`config.mk`:
```
export PLATFORM = sky130hd
export DESIGN_NAME = msg_echo
export DESIGN_NICKNAME = d
export VERILOG_FILES = /design/src/rtl/msg_pkg.sv /design/src/rtl/msg_echo_buf.sv /design/src/rtl/msg_echo.sv
export SDC_FILE = /design/constraint.sdc
export NUM_CORES = 1
export LEC_CHECK = 0
export ABC_AREA = 1
export CAP_MARGIN = 20
export CORE_MARGIN = 1.5
export CORE_UTILIZATION = 30
export CTS_CLUSTER_DIAMETER = 50
export DETAILED_ROUTE_END_ITERATION = 12
export PLACE_DENSITY_LB_ADDON = 0.05
export SKIP_LAST_GASP = 1
export SYNTH_ARGS = -nofsm -noshare
export SYNTH_HDL_FRONTEND = slang
export SYNTH_SLANG_ARGS = --single-unit
```
`constraint.sdc`:
```
create_clock -name CLK -period 4 [get_ports CLK]
set_input_delay 0.4 -clock CLK [delete_from_list [all_inputs] [get_ports CLK]]
set_output_delay 0.4 -clock CLK [all_outputs]
set_load 0.005 [all_outputs]
```
`src/rtl/msg_pkg.sv`:
```
`default_nettype none
// ============================================================================
// Module   : msg_pkg
// Brief    : Shared types and header field constants for the msg_echo engine.
// Revision : 1.0 - initial release
// ============================================================================
package msg_pkg;

    typedef enum logic [2:0] {
        ST_IDLE      = 3'd0,
        ST_COLLECT   = 3'd1,
        ST_DROP      = 3'd2,
        ST_EMIT_HDR  = 3'd3,
        ST_EMIT_DATA = 3'd4
    } state_t;

    localparam int          MID_LSB     = 16;
    localparam int          COUNT_WIDTH = 16;
    localparam logic [15:0] ERR_MID     = 16'hFFFF;

endpackage
`default_nettype wire

```
`src/rtl/msg_echo_buf.sv`:
```
`default_nettype none
// ============================================================================
// Module   : msg_echo_buf
// Brief    : DEPTH x 32 synchronous FIFO with flush and a registered head word.
// Revision : 1.0 - initial release
// ============================================================================
module msg_echo_buf #(
    parameter int DEPTH = 16
) (
    input  logic                     CLK,
    input  logic                     nRST,
    input  logic                     flush,
    input  logic                     push,
    input  logic [31:0]              push_data,
    input  logic                     pop,
    output logic [31:0]              rd_data,
    output logic [$clog2(DEPTH):0]   count
);

    localparam int AW = $clog2(DEPTH);

    logic [31:0] mem_q [DEPTH];
    logic [AW:0] wr_ptr_q, wr_ptr_d;
    logic [AW:0] rd_ptr_q, rd_ptr_d;
    logic [31:0] rd_data_q, rd_data_d;
    logic        w_full, w_empty, w_do_push, w_do_pop;

    assign w_empty   = (wr_ptr_q == rd_ptr_q);
    assign w_full    = (wr_ptr_q[AW] != rd_ptr_q[AW]) &&
                       (wr_ptr_q[AW-1:0] == rd_ptr_q[AW-1:0]);
    assign w_do_push = push && !w_full && !flush;
    assign w_do_pop  = pop && !w_empty && !flush;

    always_comb begin
        wr_ptr_d = wr_ptr_q;
        rd_ptr_d = rd_ptr_q;
        if (flush) begin
            wr_ptr_d = '0;
            rd_ptr_d = '0;
        end else begin
            if (w_do_push) wr_ptr_d = wr_ptr_q + 1'b1;
            if (w_do_pop)  rd_ptr_d = rd_ptr_q + 1'b1;
        end
        // Bypass the word being written when it becomes the new head.
        if (w_do_push && (rd_ptr_d == wr_ptr_q))
            rd_data_d = push_data;
        else
            rd_data_d = mem_q[rd_ptr_d[AW-1:0]];
    end

    always_ff @(posedge CLK) begin
        if (w_do_push) mem_q[wr_ptr_q[AW-1:0]] <= push_data;
    end

    always_ff @(posedge CLK) begin
        if (!nRST) begin
            wr_ptr_q  <= '0;
            rd_ptr_q  <= '0;
            rd_data_q <= '0;
        end else begin
            wr_ptr_q  <= wr_ptr_d;
            rd_ptr_q  <= rd_ptr_d;
            rd_data_q <= rd_data_d;
        end
    end

    assign rd_data = rd_data_q;
    assign count   = wr_ptr_q - rd_ptr_q;

endmodule
`default_nettype wire

```
`src/rtl/msg_echo.sv`:
```
`default_nettype none
// ============================================================================
// Module   : msg_echo
// Brief    : Frames portal request words into messages and echoes them back as
//            indications. Optional trailing checksum word: MSG_ECHO_CHECKSUM_EN.
// Revision : 1.0 - initial release
// ============================================================================
module msg_echo
    import msg_pkg::*;
#(
    parameter int DEPTH = 16
) (
    input  logic        CLK,
    input  logic        nRST,
    input  logic        write_enq__ENA,
    input  logic [31:0] write_enq_v,
    input  logic [15:0] write_enq_length,
    output logic        write_enq__RDY,
    output logic        read_enq__ENA,
    output logic [31:0] read_enq_v,
    output logic [15:0] read_enq_length,
    input  logic        read_enq__RDY
);

    localparam logic [15:0] DEPTH_W = 16'(DEPTH);

    state_t      state_q, state_d;
    logic [15:0] cnt_q, cnt_d;
    logic        err_q, err_d;
    logic [31:0] hdr_q, hdr_d;
    logic [15:0] len_q, len_d;
`ifdef MSG_ECHO_CHECKSUM_EN
    logic [31:0] sum_q, sum_d;
`endif

    logic                    w_emit, w_xfer, w_acc;
    logic [15:0]             w_n, w_mid, w_nout;
    logic                    w_push, w_pop, w_flush;
    logic [31:0]             w_buf_data;
    logic [$clog2(DEPTH):0]  w_buf_count;
    logic                    unused_sink;

    assign w_emit = (state_q == ST_EMIT_HDR) || (state_q == ST_EMIT_DATA);
    assign w_xfer = nRST && w_emit && read_enq__RDY;
    assign w_acc  = write_enq__ENA && write_enq__RDY;
    assign w_n    = write_enq_v[COUNT_WIDTH-1:0];
    assign w_mid  = write_enq_v[31:MID_LSB];
`ifdef MSG_ECHO_CHECKSUM_EN
    assign w_nout      = w_n + 16'd1;
    assign unused_sink = ^{write_enq_length};
`else
    assign w_nout      = w_n;
    assign unused_sink = ^{write_enq_length, w_buf_count};
`endif

    assign w_push  = w_acc && (state_q == ST_COLLECT);
    assign w_pop   = w_xfer && (state_q == ST_EMIT_DATA);
    assign w_flush = w_acc && (state_q == ST_IDLE);

    msg_echo_buf #(.DEPTH(DEPTH)) u_buf (
        .CLK       (CLK),
        .nRST      (nRST),
        .flush     (w_flush),
        .push      (w_push),
        .push_data (write_enq_v),
        .pop       (w_pop),
        .rd_data   (w_buf_data),
        .count     (w_buf_count)
    );

    always_comb begin
        state_d = state_q;
        cnt_d   = cnt_q;
        err_d   = err_q;
        hdr_d   = hdr_q;
        len_d   = len_q;
`ifdef MSG_ECHO_CHECKSUM_EN
        sum_d   = sum_q;
`endif
        case (state_q)
            ST_IDLE: if (w_acc) begin
                hdr_d = {w_mid + 16'd1, w_nout};
                len_d = w_nout + 16'd1;
`ifdef MSG_ECHO_CHECKSUM_EN
                sum_d = '0;
`endif
                if (w_n == 16'd0) begin
                    state_d = ST_EMIT_HDR;
                end else if (w_n > DEPTH_W) begin
                    state_d = ST_DROP;
                    cnt_d   = w_n;
                    err_d   = 1'b1;
                    hdr_d   = {ERR_MID, 16'd0};
                    len_d   = 16'd1;
                end else begin
                    state_d = ST_COLLECT;
                    cnt_d   = w_n;
                end
            end
            ST_COLLECT: if (w_acc) begin
                cnt_d = cnt_q - 16'd1;
`ifdef MSG_ECHO_CHECKSUM_EN
                sum_d = sum_q + write_enq_v;
`endif
                if (cnt_q == 16'd1) state_d = ST_EMIT_HDR;
            end
            ST_DROP: if (w_acc) begin
                cnt_d = cnt_q - 16'd1;
                if (cnt_q == 16'd1) state_d = ST_EMIT_HDR;
            end
            ST_EMIT_HDR: if (w_xfer) begin
                len_d = len_q - 16'd1;
                if (len_q == 16'd1) begin
                    state_d = ST_IDLE;
                    err_d   = 1'b0;
                end else begin
                    state_d = ST_EMIT_DATA;
                end
            end
            ST_EMIT_DATA: if (w_xfer) begin
                len_d = len_q - 16'd1;
                if (len_q == 16'd1) state_d = ST_IDLE;
            end
            default: state_d = ST_IDLE;
        endcase
    end

    always_ff @(posedge CLK) begin
        if (!nRST) begin
            state_q <= ST_IDLE;
            cnt_q   <= '0;
            err_q   <= 1'b0;
            hdr_q   <= '0;
            len_q   <= '0;
`ifdef MSG_ECHO_CHECKSUM_EN
            sum_q   <= '0;
`endif
        end else begin
            state_q <= state_d;
            cnt_q   <= cnt_d;
            err_q   <= err_d;
            hdr_q   <= hdr_d;
            len_q   <= len_d;
`ifdef MSG_ECHO_CHECKSUM_EN
            sum_q   <= sum_d;
`endif
        end
    end

    // Outputs are forced low while reset is held, independent of the state flop.
    always_comb begin
        write_enq__RDY  = nRST && (state_q == ST_IDLE || state_q == ST_COLLECT ||
                                   state_q == ST_DROP);
        read_enq__ENA   = w_xfer;
        read_enq_v      = '0;
        read_enq_length = '0;
        if (nRST && w_emit) begin
            read_enq_length = len_q;
            if (state_q == ST_EMIT_HDR)
                read_enq_v = hdr_q;
            else
`ifdef MSG_ECHO_CHECKSUM_EN
                read_enq_v = (w_buf_count == '0) ? sum_q : w_buf_data;
`else
                read_enq_v = w_buf_data;
`endif
        end
    end

endmodule
`default_nettype wire

```
**Clock distribution**

Bar = 100 microns.
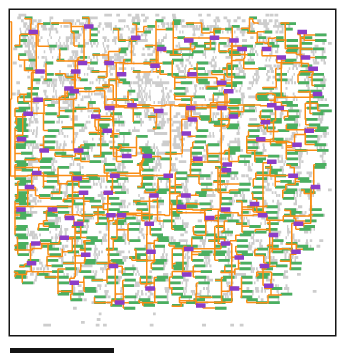
legend:
  flip-flops:
    colour: green
    count: 621
  clock wires:
    colour: orange
    length: 9710 microns
  clock-net drivers:
    colour: purple
    count: 95
routed clock nets: 96
flops lie: spread over the die

**Placed cells, one colour a class**

Bar = 100 microns.
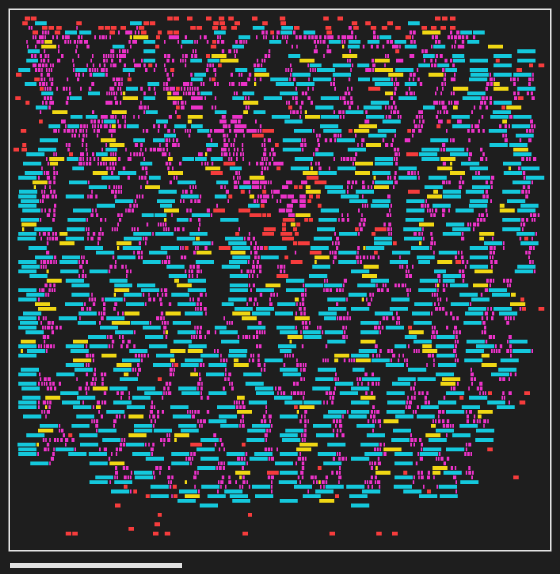
legend:
  remaining logic cells:
    colour: magenta
    cells: 2225
  remaining buffers and delay cells:
    colour: red
    cells: 190
  registers:
    colour: cyan
    cells: 621
  clock drivers and dummy loads:
    colour: yellow
    cells: 179

**The clock network**

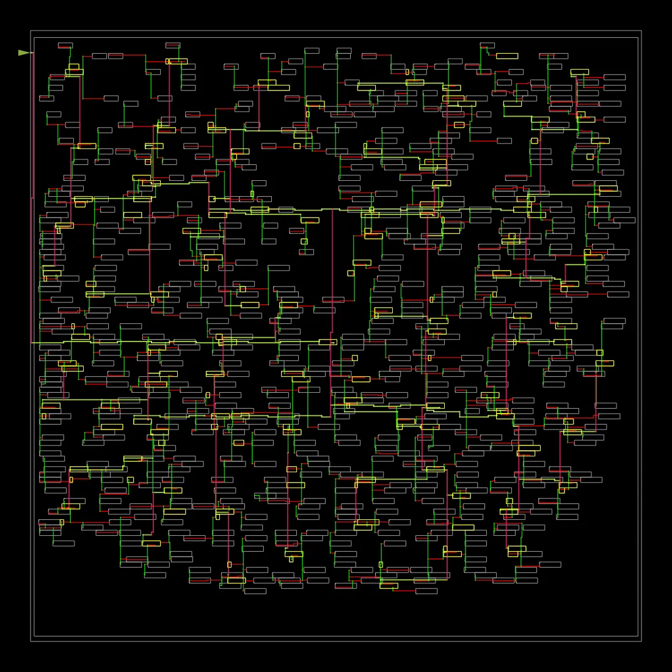
flop count: 621
later-pin clock latency in the skew report: 0.65 ns

**Power grid**

Pins as bars on the die edge. Tap cells in grey.
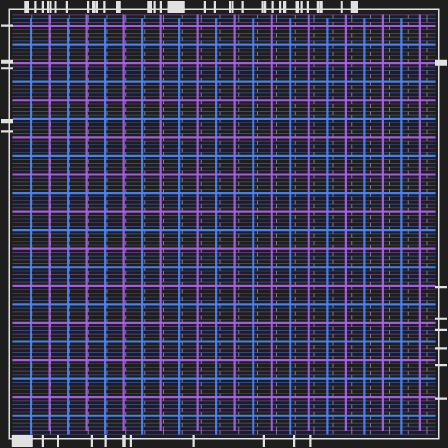
legend:
  VSS:
    colour: blue
  VDD:
    colour: purple
met4 straps: 22
rows: 113
signal pins: 102
tap cells: 1265
met5 straps: 22

**Logic cells by family**

Bar = 100 microns.
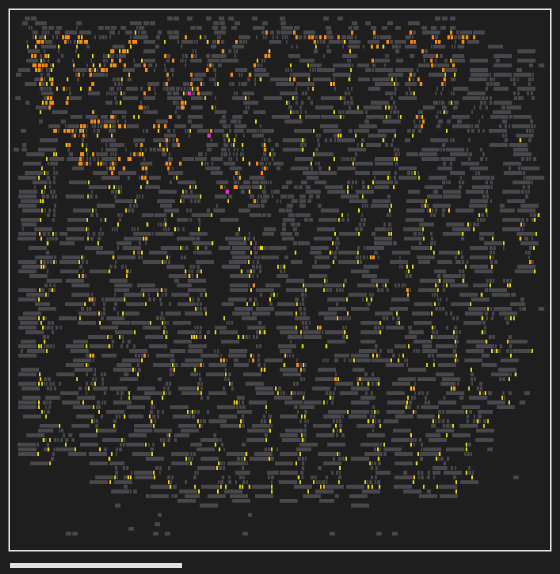
legend:
  inv cells:
    colour: yellow
    cells: 561
    most_used: inv_1
    where: spread over the die
  and/or cells:
    colour: magenta
    cells: 3
    most_used: or2_2
  aoi and oai cells:
    colour: orange
    cells: 193
    most_used: a21oi_1

-- tightest hold or removal path: stages (launching register included) --
cell and delay [ns]:
dfxtp_1 0.31, nand2_1 0.06, nor2_1 0.03
-- cells in the final DEF (no fill, tap or decap), types with 4 or more instances in the layout --
cell type and instances:
nor3_1 5, dfxtp_1 109, buf_12 25, inv_1 551, clkbuf_16 99, edfxtp_1 512
a31oi_1 5, nand2_1 449, nand3_4 6, nor4_1 7, nor2_4 18, o221a_2 5
clkinv_2 15, bufinv_16 14, xor2_1 15, o21ai_0 81, clkbuf_1 11, clkinv_4 5
ha_1 12, clkbuf_8 8, clkdlybuf4s50_1 85, nand3_1 490, clkinvlp_4 7, a21oi_1 84
nand4_1 279, buf_4 80, inv_6 12, clkinv_1 7, xnor2_1 8, nor2_1 155
inv_2 8, nor2_2 4, a211oi_1 13
-- final cells by class --
class	instances	area share [%]
diodes	1	0.00714
clock inverters	61	2.13
multi-input cells	1664	24.2
inverters	561	6.01
flip-flops and latches	621	50.1
clock buffers	118	7.50
repair buffers	190	5.57
well taps	1265	4.51
-- sequential cells by signal, summed over array words and instances, names as in the netlist --
| signal | count |
|---|---|
| u_buf.rd_data | 32 |
| u_buf.mem_q | 512 |
| hdr_q | 32 |
| u_buf.rd_ptr_q | 5 |
| u_buf.wr_ptr_q | 5 |
| state_q | 3 |
| len_q | 16 |
| cnt_q | 16 |
-- per-layer routing --
layer | part of all wire (%) | track usage, % | up-vias
li1 | - | - | 10500
met1 | 45 | 26.9 | 10800
met2 | 48 | 33.9 | 529
met3 | 3.9 | 2.73 | 160
met4 | 3.6 | 7.64 | 0
met5 | 0 | 0 | -
==> results_slide.txt <==
Flow Results at a Glance

Critical path
  • Crit start category: register
  • Setup CP Type: reg -> reg
  • CP bufs+invs: 3
  • Crit. End Element: register
  • Worst setup path startpoint: state_q[0]
  • Kind of cell adding the most delay to the critical path: simple AND/OR/NAND/NOR gates
  • Worst path cell trace: nand3_2 -> nand2_4 -> nand3_4 -> nor2_8 -> nand2_4 -> nand2_2 -> nand3_4 -> inv_2 -> buf_4 -> nand3_1 -> nand3_1 -> nand2_1 -> inv_1
  • R2r setup slk: about 0.54 ns
  • WP data arrival: 4.05 ns

Global route
  • GRT Resource Usage Total: 20.3%
  • Largest net degree at the start of global routing: between 150 and 200
  • Initial antenna violation count: 1
  • Via count of the first global-routing pass: roughly 22000
  • First-pass GRT wire length: 148000 microns

Yosys
  • Largest cells by area: edfxtp_1 53%, nand3_1 8.5%, dfxtp_1 7.5%, inv_1 7.2%, nand4_1 6.0%
  • Yosys cell count: 3052
  • Syn nets: 3116
  • Yosys aoi share: 3.74%
  • Yosys warns: 0
  • Xor/xnor share: less than 1%
  • Simple Share, Synth: 23.8%
  • MUX share of area: 0%
  • Largest type area fraction: between 50 and 60%
  • Most frequent cells after synthesis: 553 x inv_1, 512 x edfxtp_1, 491 x nand3_1
  • Comb area leader: simple AND/OR/NAND/NOR gates
  • Ys async rst share: 0%
  • Yosys top cell by instances: inv_1
  • Adder share: less than 1%

Placement
  • Port bufs: 85
  • DP Cell Count: 4301
  • Worst slack, placed: 0.364 ns
  • Hpwl dp: 56400 microns
  • Placed Area: 31700 sq um

Power and ir drop
  • VDD IR max: between 0.3 and 0.4 mV
  • Pwr per Cell Area: 516 nW/um^2
  • P_sw: 4.78 mW
  • Combinational cell power: 1.96 mW
  • Clock-net power: 8.79 mW
  • Sequential group power: 7.33 mW
  • Sequential share of power: 40.5%
  • Tot Pwr: ~18 mW
  • Pleak: 14.4 nW

Worst hold path
  • Worst hold path startpoint: hdr_q[6]
  • Hold depth: 2
  • Hold Path Sink: hdr_q[6]
  • HP Class: reg -> reg

Layout
  • Design area: 35100 sq um
  • Final core utilization: roughly 37%
  • Flop area: 17600 sq um
  • Final nets: roughly 3200
  • Gate Area: 8480 sq um
  • Non-Filler Instances: 4481

Final timing
  • Fmax: 289 MHz
  • Hold_ws: 0.442 ns
  • Final Hold Viols: 0
  • Worst slew pin tran: 1.04 ns
  • Setup TNS: 0 ns
  • Worst rel slew slack: 30.9%
  • Skew final: 0.0268 ns
  • Period utilization: around 86%
  • # setup viols final: 0
  • Period minus WS final: 3.46 ns

Die
  • # rows: 113
  • Chip Area: just under 100000 sq um
  • DIE WIDTH: 314 microns
  • DIE HEIGHT: ~310 microns
  • I/O pin cnt: around 100

CTS
  • Number of H-tree levels: 3
  • Root buffer cell: clkbuf_16
  • Post-cts resize count: 0
  • Clock-pin transition on the worst setup and hold timing paths: 0.05 ns

Detailed routing
  • DRT iter0 DRCs: 1627
  • Final ANT Viol Nets: 0
  • Final WL: 101000 microns
  • TritonRoute pass-1 iters: 7

Outcome
  • Outcome: finished, final reports clean

Job
  • Total tool warning count: about 52
Power is estimated from default activity; no workload was simulated.
